## src/rtl/branch_comparator_pipe_if.sv

```systemverilog
// Operand/result handshake bundle for branch_comparator_pipe.
// The producer (master) drives the operands and out_ready. The comparator (slave) drives the results.
interface branch_comparator_pipe_if #(
  parameter int unsigned WIDTH = 32
);
  logic             in_valid;
  logic             in_ready;
  logic [WIDTH-1:0] A;
  logic [WIDTH-1:0] B;
  logic [2:0]       funct3;
  logic             out_valid;
  logic             out_ready;
  logic             taken;
  logic             igual;
  logic             menor_s;
  logic             menor_u;
  logic             illegal;

  modport master (
    output in_valid, A, B, funct3, out_ready,
    input  in_ready, out_valid, taken, igual, menor_s, menor_u, illegal
  );

  modport slave (
    input  in_valid, A, B, funct3, out_ready,
    output in_ready, out_valid, taken, igual, menor_s, menor_u, illegal
  );
endinterface

```

## src/rtl/branch_comparator_pipe.sv

```systemverilog
// Registered RISC-V branch-condition evaluator with a one-entry valid/ready output stage.
// Optional delivery statistics are enabled by defining COMPARATOR_STATS_EN.
module branch_comparator_pipe #(
  parameter int unsigned WIDTH = 32,
  parameter int unsigned CNT_W = 16
) (
  input  logic                      clk,
  input  logic                      rst_n,
  input  logic                      flush,
  input  logic                      stats_clr,
  branch_comparator_pipe_if.slave   bus,
  output logic [CNT_W-1:0]          total_cnt,
  output logic [CNT_W-1:0]          taken_cnt
);

  logic             out_valid_q;
  logic             taken_q, igual_q, menor_s_q, menor_u_q, illegal_q;
  logic             accept;
  logic             igual_c, menor_s_c, menor_u_c, taken_c, illegal_c;
  logic [WIDTH-1:0] a_op, b_op;

  assign a_op        = bus.A;
  assign b_op        = bus.B;
  assign bus.in_ready = !flush && (!out_valid_q || bus.out_ready);
  assign accept      = bus.in_valid && bus.in_ready;

  assign igual_c   = (a_op == b_op);
  assign menor_s_c = ($signed(a_op) < $signed(b_op));
  assign menor_u_c = (a_op < b_op);

  always_comb begin
    taken_c   = 1'b0;
    illegal_c = 1'b0;
    case (bus.funct3)
      3'b000:  taken_c = igual_c;
      3'b001:  taken_c = !igual_c;
      3'b100:  taken_c = menor_s_c;
      3'b101:  taken_c = !menor_s_c;
      3'b110:  taken_c = menor_u_c;
      3'b111:  taken_c = !menor_u_c;
      default: illegal_c = 1'b1;
    endcase
  end

  // Flags only load on accept; they may go stale while out_valid_q is low.
  always_ff @(posedge clk or negedge rst_n) begin
    if (!rst_n) begin
      out_valid_q <= 1'b0;
      taken_q     <= 1'b0;
      igual_q     <= 1'b0;
      menor_s_q   <= 1'b0;
      menor_u_q   <= 1'b0;
      illegal_q   <= 1'b0;
    end else if (flush) begin
      out_valid_q <= 1'b0;
    end else if (accept) begin
      out_valid_q <= 1'b1;
      taken_q     <= taken_c;
      igual_q     <= igual_c;
      menor_s_q   <= menor_s_c;
      menor_u_q   <= menor_u_c;
      illegal_q   <= illegal_c;
    end else if (bus.out_ready) begin
      out_valid_q <= 1'b0;
    end
  end

  assign bus.out_valid = out_valid_q;
  assign bus.taken     = taken_q;
  assign bus.igual     = igual_q;
  assign bus.menor_s   = menor_s_q;
  assign bus.menor_u   = menor_u_q;
  assign bus.illegal   = illegal_q;

`ifdef COMPARATOR_STATS_EN
  localparam logic [CNT_W-1:0] CntMax = '1;

  logic             deliver;
  logic [CNT_W-1:0] total_cnt_q, taken_cnt_q;

  assign deliver = out_valid_q && bus.out_ready && !flush;

  always_ff @(posedge clk or negedge rst_n) begin
    if (!rst_n) begin
      total_cnt_q <= '0;
      taken_cnt_q <= '0;
    end else if (stats_clr) begin
      total_cnt_q <= '0;
      taken_cnt_q <= '0;
    end else if (deliver) begin
      if (total_cnt_q != CntMax) total_cnt_q <= total_cnt_q + 1'b1;
      if (taken_q && (taken_cnt_q != CntMax)) taken_cnt_q <= taken_cnt_q + 1'b1;
    end
  end

  assign total_cnt = total_cnt_q;
  assign taken_cnt = taken_cnt_q;
`else
  logic unused_stats_clr;

  assign unused_stats_clr = stats_clr;
  assign total_cnt        = '0;
  assign taken_cnt        = '0;
`endif

endmodule
```

## src/flat_wrapper.sv

```systemverilog
// flat-port wrapper written by rule: the top's interface ports become plain ports
module branch_comparator_pipe_flat 
#(
  parameter int unsigned WIDTH = 32,
  parameter int unsigned CNT_W = 16
)
  (clk, rst_n, flush, stats_clr, total_cnt, taken_cnt, bus_in_valid, bus_A, bus_B, bus_funct3, bus_out_ready, bus_in_ready, bus_out_valid, bus_taken, bus_igual, bus_menor_s, bus_menor_u, bus_illegal);
  branch_comparator_pipe_if #(.WIDTH(WIDTH)) bus_i ();
  input  logic clk;
  input  logic rst_n;
  input  logic flush;
  input  logic stats_clr;
  output logic [CNT_W-1:0] total_cnt;
  output logic [CNT_W-1:0] taken_cnt;
  input wire logic [$bits(bus_i.in_valid)-1:0] bus_in_valid;
  input wire logic [$bits(bus_i.A)-1:0] bus_A;
  input wire logic [$bits(bus_i.B)-1:0] bus_B;
  input wire logic [$bits(bus_i.funct3)-1:0] bus_funct3;
  input wire logic [$bits(bus_i.out_ready)-1:0] bus_out_ready;
  output wire logic [$bits(bus_i.in_ready)-1:0] bus_in_ready;
  output wire logic [$bits(bus_i.out_valid)-1:0] bus_out_valid;
  output wire logic [$bits(bus_i.taken)-1:0] bus_taken;
  output wire logic [$bits(bus_i.igual)-1:0] bus_igual;
  output wire logic [$bits(bus_i.menor_s)-1:0] bus_menor_s;
  output wire logic [$bits(bus_i.menor_u)-1:0] bus_menor_u;
  output wire logic [$bits(bus_i.illegal)-1:0] bus_illegal;
  assign bus_i.in_valid = bus_in_valid;
  assign bus_i.A = bus_A;
  assign bus_i.B = bus_B;
  assign bus_i.funct3 = bus_funct3;
  assign bus_i.out_ready = bus_out_ready;
  assign bus_in_ready = bus_i.in_ready;
  assign bus_out_valid = bus_i.out_valid;
  assign bus_taken = bus_i.taken;
  assign bus_igual = bus_i.igual;
  assign bus_menor_s = bus_i.menor_s;
  assign bus_menor_u = bus_i.menor_u;
  assign bus_illegal = bus_i.illegal;
  branch_comparator_pipe #(.WIDTH(WIDTH), .CNT_W(CNT_W)) u_core (.clk(clk), .rst_n(rst_n), .flush(flush), .stats_clr(stats_clr), .bus(bus_i), .total_cnt(total_cnt), .taken_cnt(taken_cnt));
endmodule
```

## config.mk

```make
export PLATFORM = sky130hd
export DESIGN_NAME = branch_comparator_pipe_flat
export DESIGN_NICKNAME = d
export VERILOG_FILES = /design/src/rtl/branch_comparator_pipe_if.sv /design/src/rtl/branch_comparator_pipe.sv /design/src/flat_wrapper.sv
export SDC_FILE = /design/constraint.sdc
export NUM_CORES = 1
export LEC_CHECK = 0
export CORE_ASPECT_RATIO = 0.9
export CORE_MARGIN = 1.5
export CORE_UTILIZATION = 31
export CTS_CLUSTER_DIAMETER = 120
export DETAILED_ROUTE_END_ITERATION = 16
export PLACE_DENSITY = 0.9
export SYNTH_ARGS = -nofsm -noshare
export SYNTH_HDL_FRONTEND = slang
export SYNTH_SLANG_ARGS = --single-unit
```

## constraint.sdc

```tcl
create_clock -name clk -period 3.5 [get_ports clk]
set_clock_uncertainty 0.1 [all_clocks]
set_input_delay 0.525 -clock clk [delete_from_list [all_inputs] [get_ports clk]]
set_output_delay 0.525 -clock clk [all_outputs]
set_load 0.02 [all_outputs]
```

==> run_1/route_heat.png <==
The bar under the picture is 20 µm long. The die is cut into 15 by 13 equal tiles; dark purple is low, yellow is high, scaled to the fullest tile. Values are wire area over tile area, all layers added.
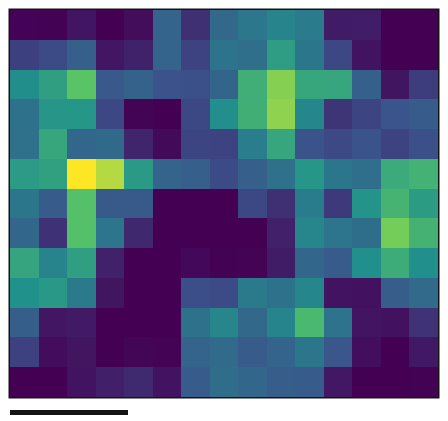
- nearly empty tiles: 17%
- tiles over half the peak: 17%
- mean over tiles: 0.11
- fullest tile: 0.39
WL/cell: 10.3 µm
DR vias: 1334
GRT Util Overall: 14.2%

==> run_1/clock_wires.png <==
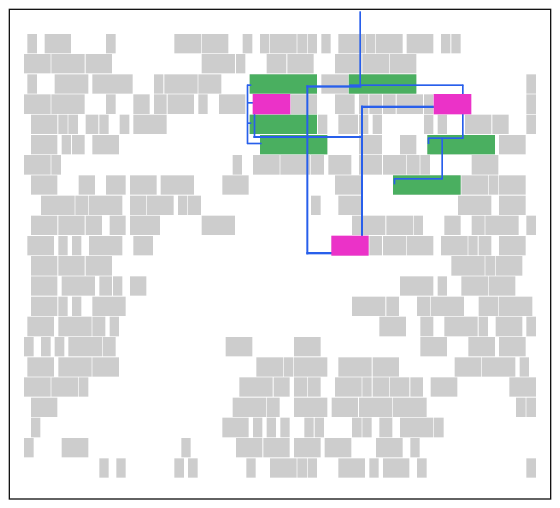
- flip-flops: green (count 6)
- clock-net drivers: magenta (count 3)
- clock wires: blue (length 148 µm)
- routed clock nets: 4

==> summary.txt, run 1 <==
Core Region = 4130 µm²
Final setup viols = 0
Hold Path Class = reg2reg
Multiplexer share = 0.831%
Post-CTS Resized = 0
die width = 72.7 µm
cell type with the largest total area = ha_1
Worst-path clk slew = 0.03 ns
setup TNS = 0 ns
PortBufs = 78
FP Rows = 22
Via density = 4.42
EDFF count, synth = 0
met2 WL = 1660 µm
Tool Warnings = 27
most frequent logic cell in the layout = clkdlybuf4s50_1
Post-synth top cells = 33 x inv_1, 32 x buf_4, 32 x ha_1, 13 x a21oi_1, 9 x nand2_1
pwr dens = 213 nW/µm²
most frequent cells in the layout = 78 x clkdlybuf4s50_1, 33 x inv_1, 32 x ha_1, 32 x conb_1, 13 x a21oi_1
r2r worst-path depth = 7
Cell Area, Synth = 1360 µm²
Final ANT Viol Nets = 0
Remaining DRCs = 0
Reg2Reg Capture Point = u_core.bus.taken$_DFFE_PN0P_
Final nets = 361
top cells, area = ha_1 30%, buf_4 18%, dfrtp_1 11%
total die size = 4780 µm²
met1 WL = 1110 µm
met3 WL post-DR = 286 µm
largest net degree at the start of global routing = 10
area fraction of the dominant cell type after synthesis = 29.5%
initial antenna violation count = 0
Hold Vio Cnt, Final = 0
end of the critical path = bus_in_ready
Worst Path Buf+Inv = 2
Critical Path RT = 2.87 ns
worst r2r src = u_core.bus.out_valid$_DFFE_PN0P_
fa+ha+maj area frac = 29.5%
drt pass-1 iters = 4
Die Y = 65.7 µm
Post-CTS Setup Inserts = 0
maximum buffer depth of the clock tree = 2
Worst VDD drop = 0.0948 mV
final period utilization = 71.2%
minimum clock period = 2.49 ns
simple share = 14.2%
beginning of the critical path = bus_out_ready
post-layout util = 51.2%
critical path's most frequent cell = clkdlybuf4s50_1
Hold Path End = u_core.bus.illegal$_DFFE_PN0P_
Setup crit start kind = input pin
worst-path maximum fanout = 3
WS Path Type = in2out
met3 Usage GRT = 3.83%
IO Pins = 112
number of max-cap violations = 0
Yosys chip area = 1360 µm²
root buffer cell = clkbuf_8
DPL Wire Length = 2910 µm
Floorplan Utilization = 32.8%
Max Clock Freq = 401 MHz
share of layout cells above drive strength 1 = 4.33%
Distinct lib cells used = 32
Synth Area in Compound Gates = 14.6%
count leader, synth = inv_1
RSZ-0062 raised after global routing = no
synth warn = 0
Placer Congestion = 0.835
number of global-route vias before repair = 1336
outcome = finished clean
# diodes = 0
placed cell count = 299
clock sink total = 6
Layout area overhead = 56.0%
TritonCTS clock tree = yes
1st-iter DRT viols = 48
==> run_1/placed.png <==
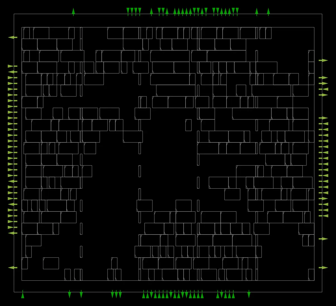
sequential cell area share: 7.10%
# fillers: 401

==> run_1/m1.png <==
The bar under the picture is 20 µm long. Supply wires on this layer in grey.
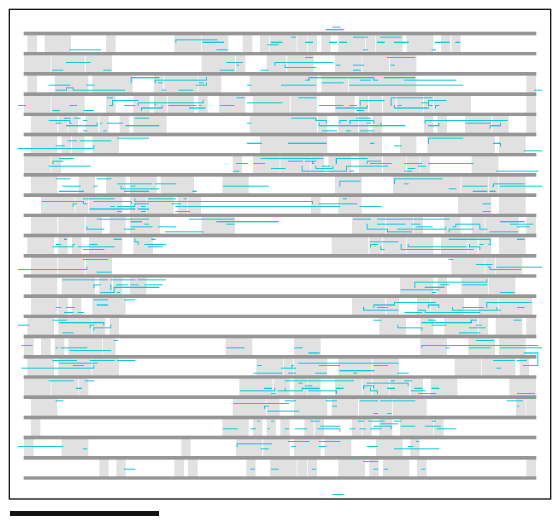
- main direction: horizontal
- nets with wire on the layer: 297
Post-Route WL: 3100 µm
GR Util met1: 14.1%

## run 1: area by class of cell
class	count	area, µm²
Clock buffer	3	41.3
Fill cell	401	2020
Inverter	33	124
Multi-Input combinational cell	134	957
Sequential cell	6	150
Tap cell	48	60.1
Timing Repair Buffer	78	781
## run 1: metrics by stage
step                      cell area (µm²)  setup slack (ns)  hold slack, ns  power, mW
after global routing                 2110             0.799           0.414      0.493
final                                2110              1.01           0.372      0.451
after floorplan                      1470              1.43           0.129      0.249
after CTS                            2110             0.992           0.379      0.456
after detailed placement             2070             0.751           0.372      0.348
after global placement               2070             0.771           0.370      0.340
## run 1: where the power goes
part	internal [mW]	switching [mW]	total (mW)
clock	0.0740	0.0319	0.106
sequential	0.0800	0.00492	0.0849
combinational	0.138	0.122	0.260
total	0.292	0.159	0.451
==> inputs of run 2 (changes only) <==
- clock period: 3.5 -> 2.6 ns (I/O delays scaled with it)
==> run_2/sizing.png <==
The bar under the picture is 20 µm long.
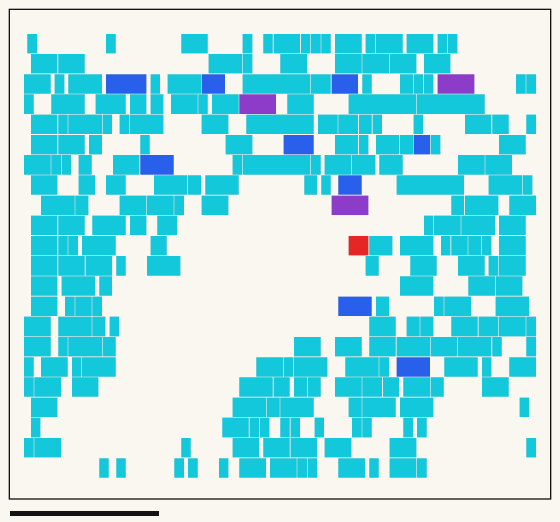
- x3 and x4: red (cells 1; share 0.39%; most used buf_4)
- x1 and smaller: cyan (cells 242; share 95%; most used clkdlybuf4s50_1)
- x6 and larger: purple (cells 3; share 1.2%; most used clkbuf_8)
- x2: blue (cells 9; share 3.5%)
cell area after layout: 2130 µm²
Layout area overhead: 57.0%
nonclk buf count: 79
final worst slack: 0.218 ns

==> run_2/placed.png <==
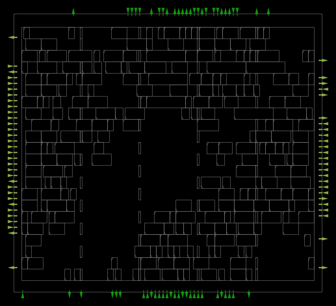
fin cells: 303
flop count: 6
# fillers: 395
TAP cells: 48

==> summary.txt, run 2 <==
Tool Warnings = 27 (unchanged)
PortBufs = 78 (unchanged)
met3 Usage GRT = 4.45% (+0.61 points)
beginning of the critical path = bus_B[14]
Net Sw Frac = 35.4% (+0.20 points)
Worst-path clk slew = 0.04 ns (about the same)
Comb power = 354 µW (+36%)
Post-CTS Resized = 0 (unchanged)
synth warn = 0 (unchanged)
initial antenna violation count = 0 (unchanged)
Via density = 4.41 (-0.11%)
cell type with the largest total area = ha_1
met1 WL = 1200 µm (+7.6%)
number of global-route vias before repair = 1345 (+0.67%)
Clock power frac = 23.4% (about the same)
Yosys chip area = 1360 µm² (unchanged)
Distinct lib cells used = 32 (unchanged)
root buffer cell = clkbuf_8
end of the critical path = u_core.bus.menor_u$_DFFE_PN0P_
worst r2r src = u_core.bus.out_valid$_DFFE_PN0P_
Top Consumer = combinational cells
Floorplan Utilization = 32.8% (unchanged)
count leader, synth = inv_1
Final setup viols = 0 (unchanged)
final period utilization = 91.6%
busiest grt layer = met2
r2r worst-path depth = 7 (unchanged)
Hold-fix buffers, CTS = 0
Setup crit start kind = input pin
# diodes = 0 (unchanged)
Int Power = 395 µW (+35%)
Critical Path RT = 2.61 ns (-0.26 ns)
Post-CTS Setup Inserts = 0 (unchanged)
drt pass-1 iters = 4 (unchanged)
IO Pins = 112 (unchanged)
FP Rows = 22 (unchanged)
total die size = 4780 µm² (unchanged)
met3 WL post-DR = 298 µm (+4.2%)
most frequent logic cell in the layout = clkdlybuf4s50_1
post-layout util = 51.5% (+0.33 points)
outcome = finished clean
Max Clock Freq = 420 MHz
area of placed instances = 2080 µm² (+0.36%)
GRT Util Overall = 14.2% (about the same)
Worst Path Buf+Inv = 2 (unchanged)
Final nets = 362 (+0.28%)
seq pwr = 114 µW (+34%)
number of max-cap violations = 0 (unchanged)
Cell Area, Synth = 1360 µm² (unchanged)
Reg2Reg Capture Point = u_core.bus.taken$_DFFE_PN0P_
clk latency late pin = 0.23 ns
WL/cell = 10.5 µm (+2.0%)
area fraction of the dominant cell type after synthesis = 29.5% (unchanged)
Place WS = -0.0490 ns (-0.800 ns)
setup TNS = 0 ns (unchanged)
Placer Congestion = 0.822 (-1.6%)
predominant post-synthesis flop cell = dfrtp_1
Pleak = 1.08 nW
pwr dens = 287 nW/µm² (+35%)
minimum clock period = 2.38 ns
worst-path maximum fanout = 3 (unchanged)
DPL Wire Length = 2870 µm (-1.3%)
TritonCTS clock tree = yes
Remaining DRCs = 0 (unchanged)
largest net degree at the start of global routing = 10 (unchanged)
share of layout cells above drive strength 1 = 5.10% (+0.77 points)
Post-synth seq share = 11.1%
placed cell count = 300 (+0.33%)
RSZ-0062 raised after global routing = no
Hold Path Class = in2async
Max Transition Viols Final = 0
Die Y = 65.7 µm (unchanged)
EDFF count, synth = 0 (unchanged)
Final ANT Viol Nets = 0 (unchanged)
die width = 72.7 µm (unchanged)
met2 WL = 1640 µm (-1.2%)
clock sink total = 6 (unchanged)
top cells, area = ha_1 30%, buf_4 18%, dfrtp_1 11%
Post-synth top cells = 33 x inv_1, 32 x buf_4, 32 x ha_1, 13 x a21oi_1, 9 x nand2_1
1st-iter DRT viols = 56 (+17%)
Clk. pwr = 143 µW (+35%)
most frequent cells in the layout = 78 x clkdlybuf4s50_1, 33 x inv_1, 32 x ha_1, 32 x conb_1, 13 x a21oi_1
maximum buffer depth of the clock tree = 2 (unchanged)
Worst VDD drop = 0.143 mV (+51%)
combinational power share = 58.0% (+0.3 points)
Core Region = 4130 µm² (unchanged)
Hold Vio Cnt, Final = 0 (unchanged)
Seq pwr share = 18.7% (about the same)
Net Sw Power = 216 µW (+36%)
==> run_2/m1.png <==
The bar under the picture is 20 µm long. Supply wires on this layer in grey.
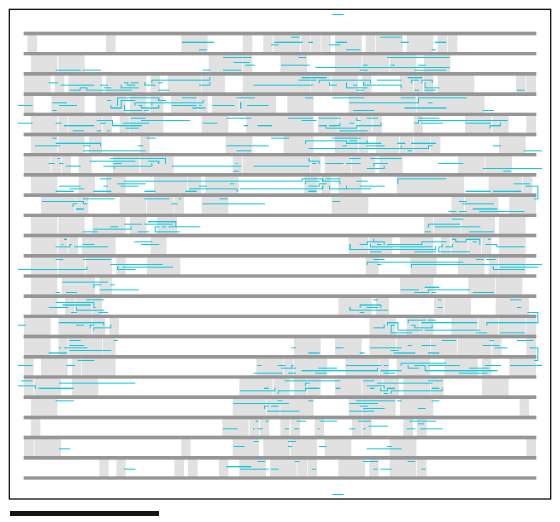
- longest straight run: 23.9 µm
- share of all routed wire: 38%
- nets with wire on the layer: 292
DR vias: 1337
GR Util met1: 13.9%
Post-Route WL: 3170 µm

==> run 2: final cells by class <==
cell class	instances	area [µm²]
flip-flops and latches	6	150
well taps	48	60.1
repair buffers	79	788
multi-input cells	134	963
inverters	33	124
fillers	395	2000
clock buffers	3	41.3
==> run 2: stage by stage <==
stage	power (mW)	hold slack, ns
2_1_floorplan	0.335	-0.00559
3_3_place_gp	0.460	0.368
3_5_place_dp	0.469	0.374
4_1_cts	0.614	0.312
5_1_grt	0.665	0.315
6_report	0.611	0.310
==> run 2: kinds of logic after synthesis <==
family	count (synthesis)	share of synthesized area [%]
buffers and inverters	65	26.9
AND/OR/NAND/NOR	35	14.2
adder cells (fa/ha/maj)	32	29.5
AND-OR/OR-AND	30	14.6
flip-flops	6	11.1
XOR/XNOR	4	2.59
other	1	0.277
multiplexers	1	0.831
No activity file was given, so power comes from the tool's default toggle rates.
